$ cat src/rtl/alu_seq.sv
// alu_seq: sequential ALU with a valid/ready request side and a valid/ready
// result side. Logic, shift and compare operations finish in one cycle.
// MUL/MULHU/DIV/DIVU/REM/REMU iterate one bit per cycle for XLEN cycles.
//   clk, rst_n           : clock (rising edge), asynchronous active-low reset
//   in_valid / in_ready  : request handshake; in_ready is high only when idle
//   alu_ctrl             : 4-bit operation code
//   alu_in_1 / alu_in_2  : operands A / B (captured on acceptance)
//   out_valid / out_ready: result handshake; the result is held until taken
//   alu_out, zero        : registered result; zero flags SUB == 0
module alu_seq #(
  parameter int unsigned XLEN = 32
) (
  input  logic            clk,
  input  logic            rst_n,
  input  logic            in_valid,
  output logic            in_ready,
  input  logic [3:0]      alu_ctrl,
  input  logic [XLEN-1:0] alu_in_1,
  input  logic [XLEN-1:0] alu_in_2,
  output logic            out_valid,
  input  logic            out_ready,
  output logic [XLEN-1:0] alu_out,
  output logic            zero
);

  localparam int unsigned SHW = $clog2(XLEN);

  typedef enum logic [1:0] {S_IDLE, S_CALC, S_DONE} state_t;

  typedef enum logic [3:0] {
    OP_AND  = 4'b0000, OP_OR   = 4'b0001, OP_ADD  = 4'b0010, OP_XOR  = 4'b0011,
    OP_SRL  = 4'b0100, OP_MUL  = 4'b0101, OP_SUB  = 4'b0110, OP_MULH = 4'b0111,
    OP_SLTU = 4'b1000, OP_SLL  = 4'b1001, OP_SRA  = 4'b1010, OP_SLT  = 4'b1011
  } op_t;

  state_t              state_q, state_d;
  logic [SHW-1:0]      cnt_q, cnt_d;
  logic [3:0]          op_q, op_d;
  logic [XLEN-1:0]     a_q, a_d;
  logic [XLEN-1:0]     b_q, b_d;
  logic [2*XLEN-1:0]   acc_q, acc_d;
  logic [XLEN-1:0]     alu_out_q, alu_out_d;
  logic                zero_q, zero_d;

  logic [SHW-1:0]      shamt;
  logic [XLEN-1:0]     quick_res;
  logic                multi_op;
  logic [XLEN-1:0]     a_load;

  // Single-cycle results straight from the request inputs.
  assign shamt    = alu_in_2[SHW-1:0];
  assign multi_op = (alu_ctrl == OP_MUL) || (alu_ctrl == OP_MULH) || (alu_ctrl[3:2] == 2'b11);

  always_comb begin
    quick_res = '0;
    case (alu_ctrl)
      OP_AND:  quick_res = alu_in_1 & alu_in_2;
      OP_OR:   quick_res = alu_in_1 | alu_in_2;
      OP_ADD:  quick_res = alu_in_1 + alu_in_2;
      OP_XOR:  quick_res = alu_in_1 ^ alu_in_2;
      OP_SRL:  quick_res = alu_in_1 >> shamt;
      OP_SUB:  quick_res = alu_in_1 - alu_in_2;
      OP_SLTU: quick_res[0] = (alu_in_1 < alu_in_2);
      OP_SLL:  quick_res = alu_in_1 << shamt;
      OP_SRA:  quick_res = XLEN'($signed(alu_in_1) >>> shamt);
      OP_SLT:  quick_res[0] = ($signed(alu_in_1) < $signed(alu_in_2));
      default: quick_res = '0;
    endcase
  end

  // Signed divides iterate on magnitudes; the dividend magnitude is loaded
  // into the low half of the accumulator at acceptance.
  assign a_load = (alu_ctrl[3:2] == 2'b11 && alu_ctrl[1] && alu_in_1[XLEN-1])
                  ? (-alu_in_1) : alu_in_1;

  logic                is_div;
  logic [XLEN-1:0]     b_mag;
  logic [XLEN:0]       mul_sum;
  logic [2*XLEN-1:0]   mul_next;
  logic [XLEN:0]       div_shift;
  logic                div_ge;
  logic [XLEN-1:0]     div_sub;
  logic [2*XLEN-1:0]   div_next;
  logic [XLEN-1:0]     q_fix, r_fix;
  logic [XLEN-1:0]     calc_res;

  assign is_div = (op_q[3:2] == 2'b11);
  assign b_mag  = (op_q[1] && b_q[XLEN-1]) ? (-b_q) : b_q;

  // Shift-add multiply: acc = {partial high, multiplier bits still unused}.
  assign mul_sum  = {1'b0, acc_q[2*XLEN-1:XLEN]} + (acc_q[0] ? {1'b0, b_q} : '0);
  assign mul_next = {mul_sum, acc_q[XLEN-1:1]};

  // Restoring divide: acc = {partial remainder, dividend/quotient bits}.
  assign div_shift = acc_q[2*XLEN-1:XLEN-1];
  assign div_ge    = (div_shift >= {1'b0, b_mag});
  assign div_sub   = div_shift[XLEN-1:0] - b_mag;
  assign div_next  = div_ge ? {div_sub, acc_q[XLEN-2:0], 1'b1}
                            : {div_shift[XLEN-1:0], acc_q[XLEN-2:0], 1'b0};

  // Divide-by-zero is forced explicitly; most-negative / -1 falls out of the
  // magnitude arithmetic (2^(XLEN-1) negated wraps to itself, remainder 0).
  always_comb begin
    q_fix = div_next[XLEN-1:0];
    r_fix = div_next[2*XLEN-1:XLEN];
    if (b_q == '0) begin
      q_fix = '1;
      r_fix = a_q;
    end else if (op_q[1]) begin
      if (a_q[XLEN-1] ^ b_q[XLEN-1]) q_fix = -div_next[XLEN-1:0];
      if (a_q[XLEN-1])               r_fix = -div_next[2*XLEN-1:XLEN];
    end
    if (is_div)       calc_res = op_q[0] ? r_fix : q_fix;
    else if (op_q[1]) calc_res = mul_next[2*XLEN-1:XLEN];
    else              calc_res = mul_next[XLEN-1:0];
  end

  always_comb begin
    state_d   = state_q;
    cnt_d     = cnt_q;
    op_d      = op_q;
    a_d       = a_q;
    b_d       = b_q;
    acc_d     = acc_q;
    alu_out_d = alu_out_q;
    zero_d    = zero_q;
    case (state_q)
      S_IDLE: begin
        if (in_valid) begin
          op_d = alu_ctrl;
          a_d  = alu_in_1;
          b_d  = alu_in_2;
          if (multi_op) begin
            state_d = S_CALC;
            cnt_d   = '0;
            acc_d   = {{XLEN{1'b0}}, a_load};
          end else begin
            state_d   = S_DONE;
            alu_out_d = quick_res;
            zero_d    = (alu_ctrl == OP_SUB) && (quick_res == '0);
          end
        end
      end
      S_CALC: begin
        acc_d = is_div ? div_next : mul_next;
        cnt_d = cnt_q + 1'b1;
        if (cnt_q == SHW'(XLEN - 1)) begin
          state_d   = S_DONE;
          cnt_d     = '0;
          alu_out_d = calc_res;
          zero_d    = 1'b0;
        end
      end
      S_DONE: begin
        if (out_ready) state_d = S_IDLE;
      end
      default: state_d = S_IDLE;
    endcase
  end

  always_ff @(posedge clk or negedge rst_n) begin
    if (!rst_n) begin
      state_q   <= S_IDLE;
      cnt_q     <= '0;
      op_q      <= '0;
      a_q       <= '0;
      b_q       <= '0;
      acc_q     <= '0;
      alu_out_q <= '0;
      zero_q    <= 1'b0;
    end else begin
      state_q   <= state_d;
      cnt_q     <= cnt_d;
      op_q      <= op_d;
      a_q       <= a_d;
      b_q       <= b_d;
      acc_q     <= acc_d;
      alu_out_q <= alu_out_d;
      zero_q    <= zero_d;
    end
  end

  assign in_ready  = (state_q == S_IDLE);
  assign out_valid = (state_q == S_DONE);
  assign alu_out   = alu_out_q;
  assign zero      = zero_q;

endmodule

$ cat config.mk
export PLATFORM = sky130hd
export DESIGN_NAME = alu_seq
export DESIGN_NICKNAME = d
export VERILOG_FILES = /design/src/rtl/alu_seq.sv
export SDC_FILE = /design/constraint.sdc
export NUM_CORES = 1
export LEC_CHECK = 0
export ABC_AREA = 1
export CAP_MARGIN = 5
export CORE_UTILIZATION = 40
export CTS_CLUSTER_DIAMETER = 40
export DETAILED_ROUTE_END_ITERATION = 10
export PLACE_DENSITY_LB_ADDON = 0.3
export SLEW_MARGIN = 20
export SYNTH_ARGS = -nofsm -noshare
export SYNTH_HDL_FRONTEND = slang
export SYNTH_SLANG_ARGS = --single-unit
$ cat constraint.sdc
create_clock -name clk -period 6.55 [get_ports clk]
set_clock_uncertainty 0.15 [all_clocks]
set_input_delay 1.965 -clock clk [delete_from_list [all_inputs] [get_ports clk]]
set_output_delay 1.965 -clock clk [all_outputs]
set_load 0.03 [all_outputs]
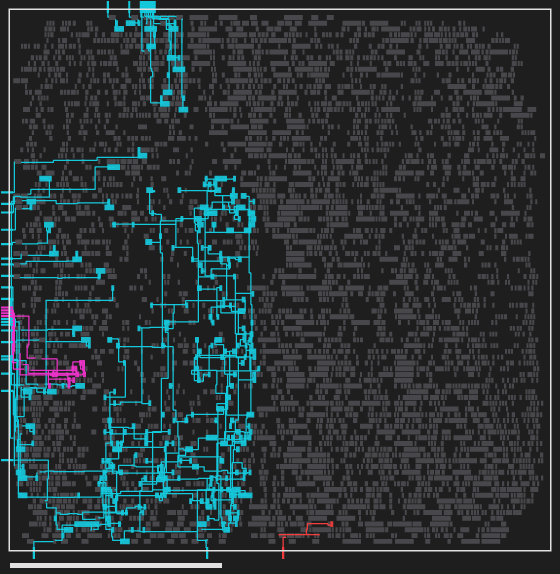
*Wires at chosen ports, followed through buffers, run 1*
The bar under the picture is 100 um long.
Cyan is alu_in_2, bits 32, direction input, end cells 317, wire 4500 um. Red is in_ready, bits 1, direction output, end cells 1, wire 43.8 um. Magenta is alu_ctrl, bits 4, direction input, end cells 13, wire 287 um.

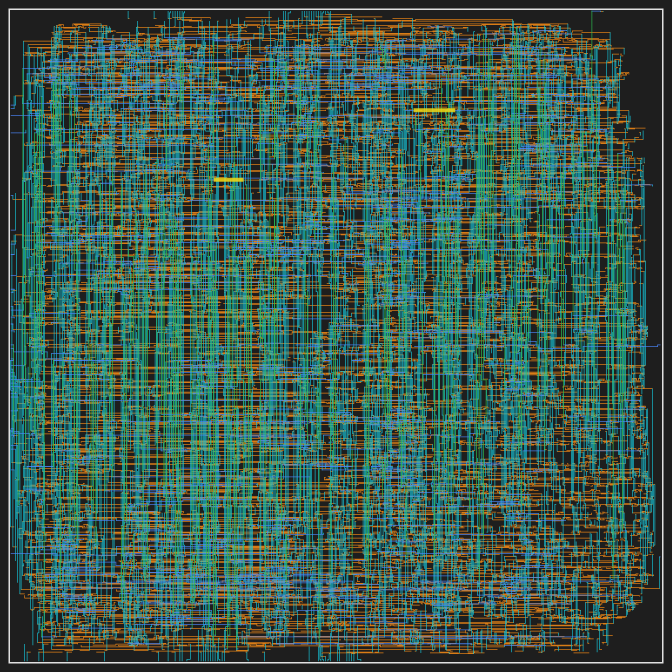
*Signal wires by layer, run 1*
Green is metal 4, wire length 12800 um. Orange is metal 1, wire length 53.5 mm. Yellow is metal 5, wire length 24.8 um. Blue is metal 3, wire length 11000 um. Cyan is metal 2, wire length 62.9 mm.

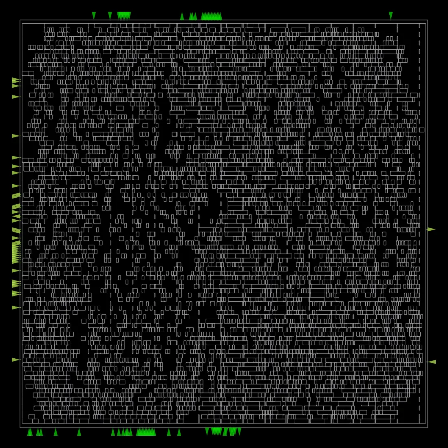
*Placement view, run 1*
sequential cells: 172
Layout fillers: 6955
flop share of the area: 14.53%
Site Rows: 92

==> impl_metrics.env, run 1 <==
# flow metrics
export IMPL_tightest_slew_ps=1193
export IMPL_finalSetupTns_ps=0
export IMPL_core_sq_um=63200
export IMPL_final_hold_viol_count=0
export IMPL_fin_crit_sh_pct=94.66
export IMPL_hold_end="alu_out[1]$_DFFE_PN0P_"
export IMPL_ys_top_cells_by_area="nand2_1 17%, dfrtp_1 17%, o21ai_0 11%, inv_1 8.4%, ha_1 8.2%"
export IMPL_final_max_slew_viol_count=0
export IMPL_cts_tree="built"
export IMPL_crit_fanout=4
export IMPL_yosysUniqueCellTypes=64
export IMPL_avgViaCountPerCell=5.848
export IMPL_timing_rr_start="b_q[1]$_DFFE_PN0P_"
export IMPL_cap_violations=0
export IMPL_cpMostUsedCell="nand2_1"
export IMPL_clockBufferDepth=2
export IMPL_max_stage_delay_ps=400
export IMPL_end_kind="register"
export IMPL_drt_iter0_markers=3729
export IMPL_hold_start="alu_out[1]$_DFFE_PN0P_"
export IMPL_antenna_found_initial=7
export IMPL_cp_required_ps=6750
export IMPL_ys_sh_mux_pct=0.5467
export IMPL_power_density_nw_per_um2=514.1
export IMPL_clock_latency_late_pin_ps=470
export IMPL_yosys_cells=4515
export IMPL_status="finished clean"
export IMPL_grt_max_degree=93
export IMPL_routabilityCongestion=1.062
export IMPL_setup_slack_ps=350.0
export IMPL_syn_avg_cell_area_sq_um=5.677
export IMPL_cts_sinks=172
export IMPL_syn_nets=4758
export IMPL_yosys_area_top_type="nand2_1"
export IMPL_adder_share_pct=8.465
export IMPL_num_nets_final=4933
export IMPL_vias=32475
export IMPL_syn_area_sq_um=25630
export IMPL_ys_async_sr_fraction_pct=100.0
export IMPL_synth_logic_top_family="simple AND/OR/NAND/NOR gates"
run 1: synth_stat cells, types with 5 or more instances:
master	count
nand2_1	1194
inv_1	571
o21ai_0	538
nor2_1	426
a21oi_1	380
nand3_1	278
dfrtp_1	172
ha_1	167
clkbuf_1	156
nor3_1	66
xor2_1	62
nand4_1	47
a31oi_1	39
o22ai_1	36
o211ai_1	31
buf_1	23
xnor2_1	21
o21bai_1	19
buf_2	17
nand2_2	17
nand3b_1	17
or2_2	17
nor4_1	16
nor2_2	15
a221oi_1	14
mux2i_1	14
o21a_1	14
inv_2	13
a211oi_1	10
o21ai_1	10
o21ai_2	10
clkinv_1	9
o221ai_1	9
a21o_1	7
o2111ai_1	7
a22oi_1	6
o31ai_1	6
a21boi_0	5
and3_1	5
nor3b_1	5
run 1: through the flow:
stage / utilization, % / power (mW) / hold slack [ps] / instances / area [sq um]
6_report: 46.88 / 15.23 / 335.9 / 5553 / 29630
3_3_place_gp: 45.64 / 13.69 / 310.4 / 5513 / 28850
4_1_cts: 46.59 / 14.84 / 339.0 / 5545 / 29440
2_1_floorplan: - / 9.413 / 295.7 / 4515 / 25630
5_1_grt: 46.87 / 16.36 / 353.0 / 5549 / 29620
3_5_place_dp: 45.64 / 13.71 / 318.5 / 5513 / 28850
run 1: flip-flops by register name, summed over array words and instances, names as in the netlist:
register,count
cnt_q,5
state_q,2
acc_q,64
alu_out,32
b_q,32
op_q,4
zero,1
a_q,32
run 1: power by group:
part,internal [mW],switching [mW],total (mW)
Combinational,3.91,7.99,11.9
Sequential,1.55,0.713,2.26
Clock,0.516,0.555,1.07
run 1: final cells by class:
cell class                      instances  area (sq um)
Clock buffer                           17         425.4
Multi-Input combinational cell       3549         18470
Tap cell                              846          1059
Antenna cell                            4         10.01
Sequential cell                       172          4304
Inverter                              593          2230
Timing Repair Buffer                  357          2964
Clock inverter                         15         171.4
Fill cell                            6955         33570
run 1: per-layer routing:
metal	GRT usage, %	vias up	wire length (um)
li1	-	15273	-
met1	49.65	15104	53460
met2	69.50	1669	62920
met3	7.058	425	10950
met4	33.96	4	12780
met5	0	-	24
run 1: worst max path at each step:
stage	startpoint	to	slack [ps]	cells past startpoint
floorplan	b_q[0]$_DFFE_PN0P_	alu_out[28]$_DFFE_PN0P_	790	40
global placement	b_q[0]$_DFFE_PN0P_	alu_out[28]$_DFFE_PN0P_	100	39
detailed placement	b_q[0]$_DFFE_PN0P_	alu_out[28]$_DFFE_PN0P_	90	39
finish	b_q[1]$_DFFE_PN0P_	alu_out[28]$_DFFE_PN0P_	350	39
CTS	b_q[0]$_DFFE_PN0P_	alu_out[28]$_DFFE_PN0P_	50	39
global route	b_q[1]$_DFFE_PN0P_	alu_out[30]$_DFFE_PN0P_	3	40
run 1: repair_timing:
item / 4_1_cts / 5_1_grt
buffers inserted: 0 / 4
setup endpoints to repair: 0 / 27
resized: 0 / 35
run 1: worst max-delay path: cells and delay by family (launching register included):
family	cells	cell delay [ps]
compound gates	7	1030
simple gates	24	3260
flops	1	400
buf+inv	3	290
xor+xnor	2	340
fa+ha+maj	3	600
### Cells coloured by class, run 1

Fill, decap, tap and diode cells in grey.
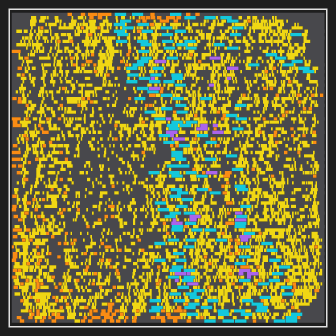

==> run 2: changes to the inputs <==
--- a/config.mk
+++ b/config.mk
@@ -8,10 +8,9 @@
 export ABC_AREA = 1
 export CAP_MARGIN = 5
 export CORE_UTILIZATION = 40
-export CTS_CLUSTER_DIAMETER = 40
 export DETAILED_ROUTE_END_ITERATION = 10
 export PLACE_DENSITY_LB_ADDON = 0.3
-export SLEW_MARGIN = 20
+export SLEW_MARGIN = 15
 export SYNTH_ARGS = -nofsm -noshare
 export SYNTH_HDL_FRONTEND = slang
 export SYNTH_SLANG_ARGS = --single-unit
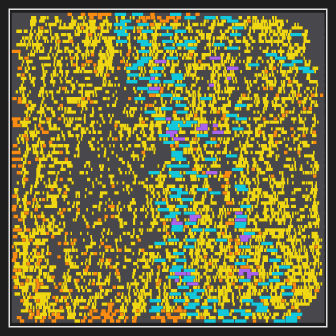
*Cells coloured by class, run 2*
Fill, decap, tap and diode cells in grey.
Cyan is sequential cells, cells 172, share of their area 15%. Yellow is combinational and other logic, cells 4142, share of their area 72%. Orange is remaining buffers and delay cells, cells 357, share of their area 10%. Purple is clock drivers and dummy loads, cells 32, share of their area 2.1%.

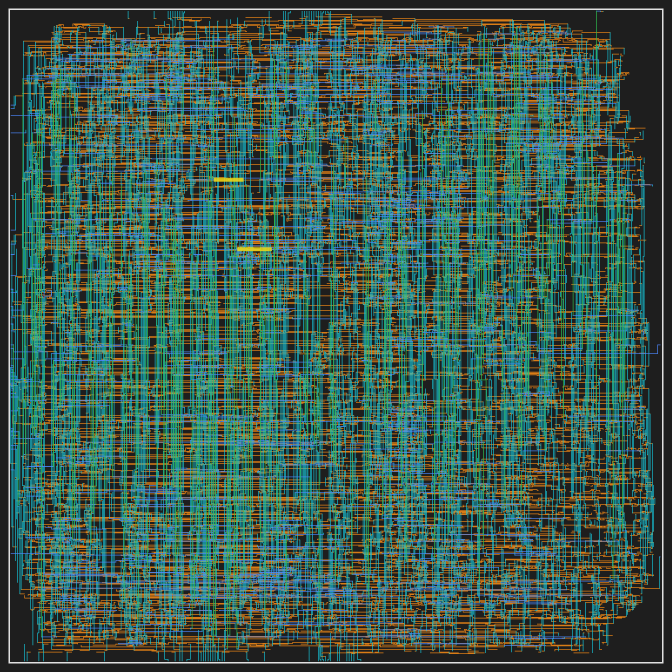
*Signal wires by layer, run 2*
Yellow is metal 5, wire length 22.1 um. Orange is metal 1, wire length 53.4 mm. Cyan is metal 2, wire length 63.1 mm. Green is metal 4, wire length 12700 um. Blue is metal 3, wire length 11100 um.

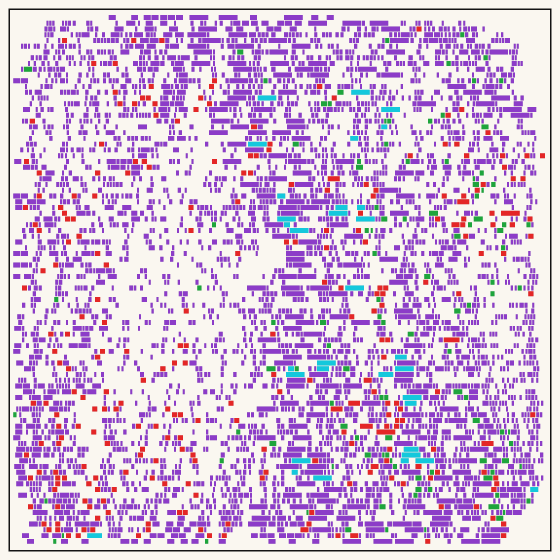
*Cells by drive strength, run 2*
Purple is _0 and _1 cells, cells 4295, share 91%, most used nand2_1. Cyan is _6 and larger, cells 33, share 0.70%, most used clkbuf_16. Green is _2 cells, cells 109, share 2.3%, most used nand2_2. Red is _3 and _4 cells, cells 266, share 5.7%, most used buf_4.

==> run 2 against run 1 <==
Against the previous run: worst hold slack worse by 0.72 ps; via count down 0.22%; combinational power about the same; clock power about the same; die area unchanged; routed wire length about the same; total power about the same; setup slack better by 27 ps; critical path depth unchanged; highest routed layer unchanged; global-route usage about the same; largest cell class unchanged; count of clock-buffer cells in the layout unchanged; largest power group unchanged.
==> impl_metrics.env, run 2 <==
# flow metrics
export IMPL_cap_violations=0
export IMPL_drc=0
export IMPL_max_stage_delay_ps=400
export IMPL_row_count=92
export IMPL_ys_top_cells_by_area="nand2_1 17%, dfrtp_1 17%, o21ai_0 11%, inv_1 8.4%, ha_1 8.2%"
export IMPL_cts_tree="built"
export IMPL_yosys_area_top_type="nand2_1"
export IMPL_wl_mm=140.2
export IMPL_synth_seq_share_pct=16.79
export IMPL_hold_path_class="register to register"
export IMPL_tool_warnings=91
export IMPL_power_density_nw_per_um2=514.2
export IMPL_total_power_mw=15.23
export IMPL_regMostFlops="acc_q"
export IMPL_setup_viol=0
export IMPL_nFillCells=6954
export IMPL_cp_num_buf_inv=3
export IMPL_grt_pass1_wl_mm=201.3
export IMPL_cpMostUsedCell="nand2_1"
export IMPL_cp_required_ps=6750
export IMPL_port_buffers=106
export IMPL_clockBufferDepth=2
export IMPL_finalSetupTns_ps=0
export IMPL_slew_headroom_pct=17.14
export IMPL_grt_max_degree=93
export IMPL_cts_sinks=172
export IMPL_synth_edff_count=0
export IMPL_switching_share_pct=60.75
export IMPL_clkPwrFrac_pct=7.0
export IMPL_ys_async_sr_fraction_pct=100.0
export IMPL_yosysWarnings=0
export IMPL_yosysUniqueCellTypes=64
export IMPL_end_kind="register"
export IMPL_most_common_cell="nand2_1"
export IMPL_status="finished clean"
export IMPL_yosys_cells=4515
export IMPL_setup_slack_ps=377.1
export IMPL_final_hold_viol_count=0
export IMPL_die_h_um=255.1
export IMPL_fp_utilization_pct=40.56
export IMPL_syn_nets=4758
export IMPL_cts_reportedPaths_clkPinSlew_ps=80
export IMPL_vias=32404
export IMPL_cts_root_buf="clkbuf_16"
export IMPL_fin_crit_sh_pct=94.24
export IMPL_ys_chip_area_sq_um=25630
export IMPL_cp_arrival_ps=6370
export IMPL_syn_avg_cell_area_sq_um=5.677
export IMPL_p_leak_nw=14.80
export IMPL_final_max_slew_viol_count=0
export IMPL_p_int_mw=5.979
export IMPL_drt_iter0_markers=3432
export IMPL_routabilityCongestion=1.062
export IMPL_pwr_share_comb_pct=78.1
export IMPL_num_nets_final=4933
export IMPL_wl_per_cell_um=25.26
export IMPL_layout_top_cells="1187 x nand2_1, 570 x inv_1, 533 x o21ai_0"
export IMPL_top_area_share_pct=17.49
export IMPL_period_needed_ps=6173
export IMPL_p_switching_mw=9.255
export IMPL_antenna_left=0
export IMPL_clock_latency_late_pin_ps=470
export IMPL_core_sq_um=63200
export IMPL_largest_reg_flops=64
export IMPL_clock_fmax_ghz=0.1620
export IMPL_worstSetupPathType="register to register"
export IMPL_synthCells=4515
export IMPL_tightest_slew_ps=1233
export IMPL_crit_fanout=4
export IMPL_antenna_found_initial=7
export IMPL_p_seq_share_pct=14.8
export IMPL_syn_to_final_growth_pct=15.59
export IMPL_crit_family="simple AND/OR/NAND/NOR gates"
export IMPL_timing_hold_ws_ps=335.2
export IMPL_syn_area_sq_um=25630
export IMPL_avgViaCountPerCell=5.836
export IMPL_top_cells_by_count="1194 x nand2_1, 571 x inv_1, 538 x o21ai_0"
-- run 2: cell counts after synthesis --
No cell type changed its count.
-- run 2: cell families after synthesis --
| logic type | share of synthesized area, % |
|---|---|
| xor gates and xnor gates | 2.836 |
| DFF | 16.79 |
| and+or+nand+nor | 34.45 |
| muxes | 0.5467 |
| adders and majority gates | 8.465 |
| buffers and inverters | 11.84 |
| AOI/OAI and AO/OA | 25.06 |
-- run 2: worst register-to-register path: cells and delay by family (launching register included) --
kind	cells	cell delay, ps
AND/OR/NAND/NOR	24	3260
AND-OR/OR-AND	7	1040
adder cells (fa/ha/maj)	3	600
flip-flops	1	400
XOR/XNOR	2	330
buffers and inverters	3	300
-- run 2: cell type report --
| cell class | count | area [sq um] | area share, % |
|---|---|---|---|
| Antenna cell | 3 | 7.507 | 0.02534 |
| Clock inverter | 15 | 171.4 | 0.5786 |
| Inverter | 593 | 2230 | 7.526 |
| Tap cell | 846 | 1059 | 3.573 |
| Clock buffer | 17 | 425.4 | 1.436 |
| Timing Repair Buffer | 357 | 2964 | 10.01 |
| Multi-Input combinational cell | 3549 | 18470 | 62.33 |
| Sequential cell | 172 | 4304 | 14.53 |
-- run 2: worst paths after layout --
check	endpoint	slack, ps	startpoint	depth (start not counted)
min in group asynchronous	b_q[4]$_DFFE_PN0P_	1470	rst_n	1
worst min-delay path	a_q[8]$_DFFE_PN0P_	340	a_q[8]$_DFFE_PN0P_	2
worst min register to register	a_q[8]$_DFFE_PN0P_	340	a_q[8]$_DFFE_PN0P_	2
worst max-delay path	alu_out[28]$_DFFE_PN0P_	380	b_q[1]$_DFFE_PN0P_	39
max in group asynchronous	b_q[29]$_DFFE_PN0P_	3740	rst_n	2
worst max register to register	alu_out[28]$_DFFE_PN0P_	380	b_q[1]$_DFFE_PN0P_	39
-- run 2: power groups by stage --
stage	logic [mW]	clock network, mW	registers (mW)
6_report	11.9	1.07	2.26
5_1_grt	12.9	1.12	2.30
4_1_cts	11.6	1.07	2.21
3_5_place_dp	11.5	0	2.22
3_3_place_gp	11.5	0	2.22
2_1_floorplan	7.32	0	2.10
-- run 2: per-layer routing --
layer	wire [um]	GRT usage, %	part of all wire (%)	vias to the layer above
met5	22	0	0.016	-
met4	12680	34.01	9.0	4
met2	63060	69.45	45	1655
li1	-	-	-	15264
met3	11120	7.119	7.9	412
met1	53370	49.65	38	15069
-- run 2: repair_timing --
action                                  4_1_cts  5_1_grt
resized                                       0       35
endpoints found under the setup margin        0       27
buffers inserted                              0        4
-- run 2: metrics by stage --
step | util (%) | instances | cell area, sq um
after floorplan | - | 4515 | 25630
after global placement | 45.64 | 5513 | 28850
after detailed placement | 45.64 | 5513 | 28850
after CTS | 46.59 | 5545 | 29440
after global routing | 46.87 | 5549 | 29620
final | 46.88 | 5552 | 29630
No activity file was given, so power comes from the tool's default toggle rates.
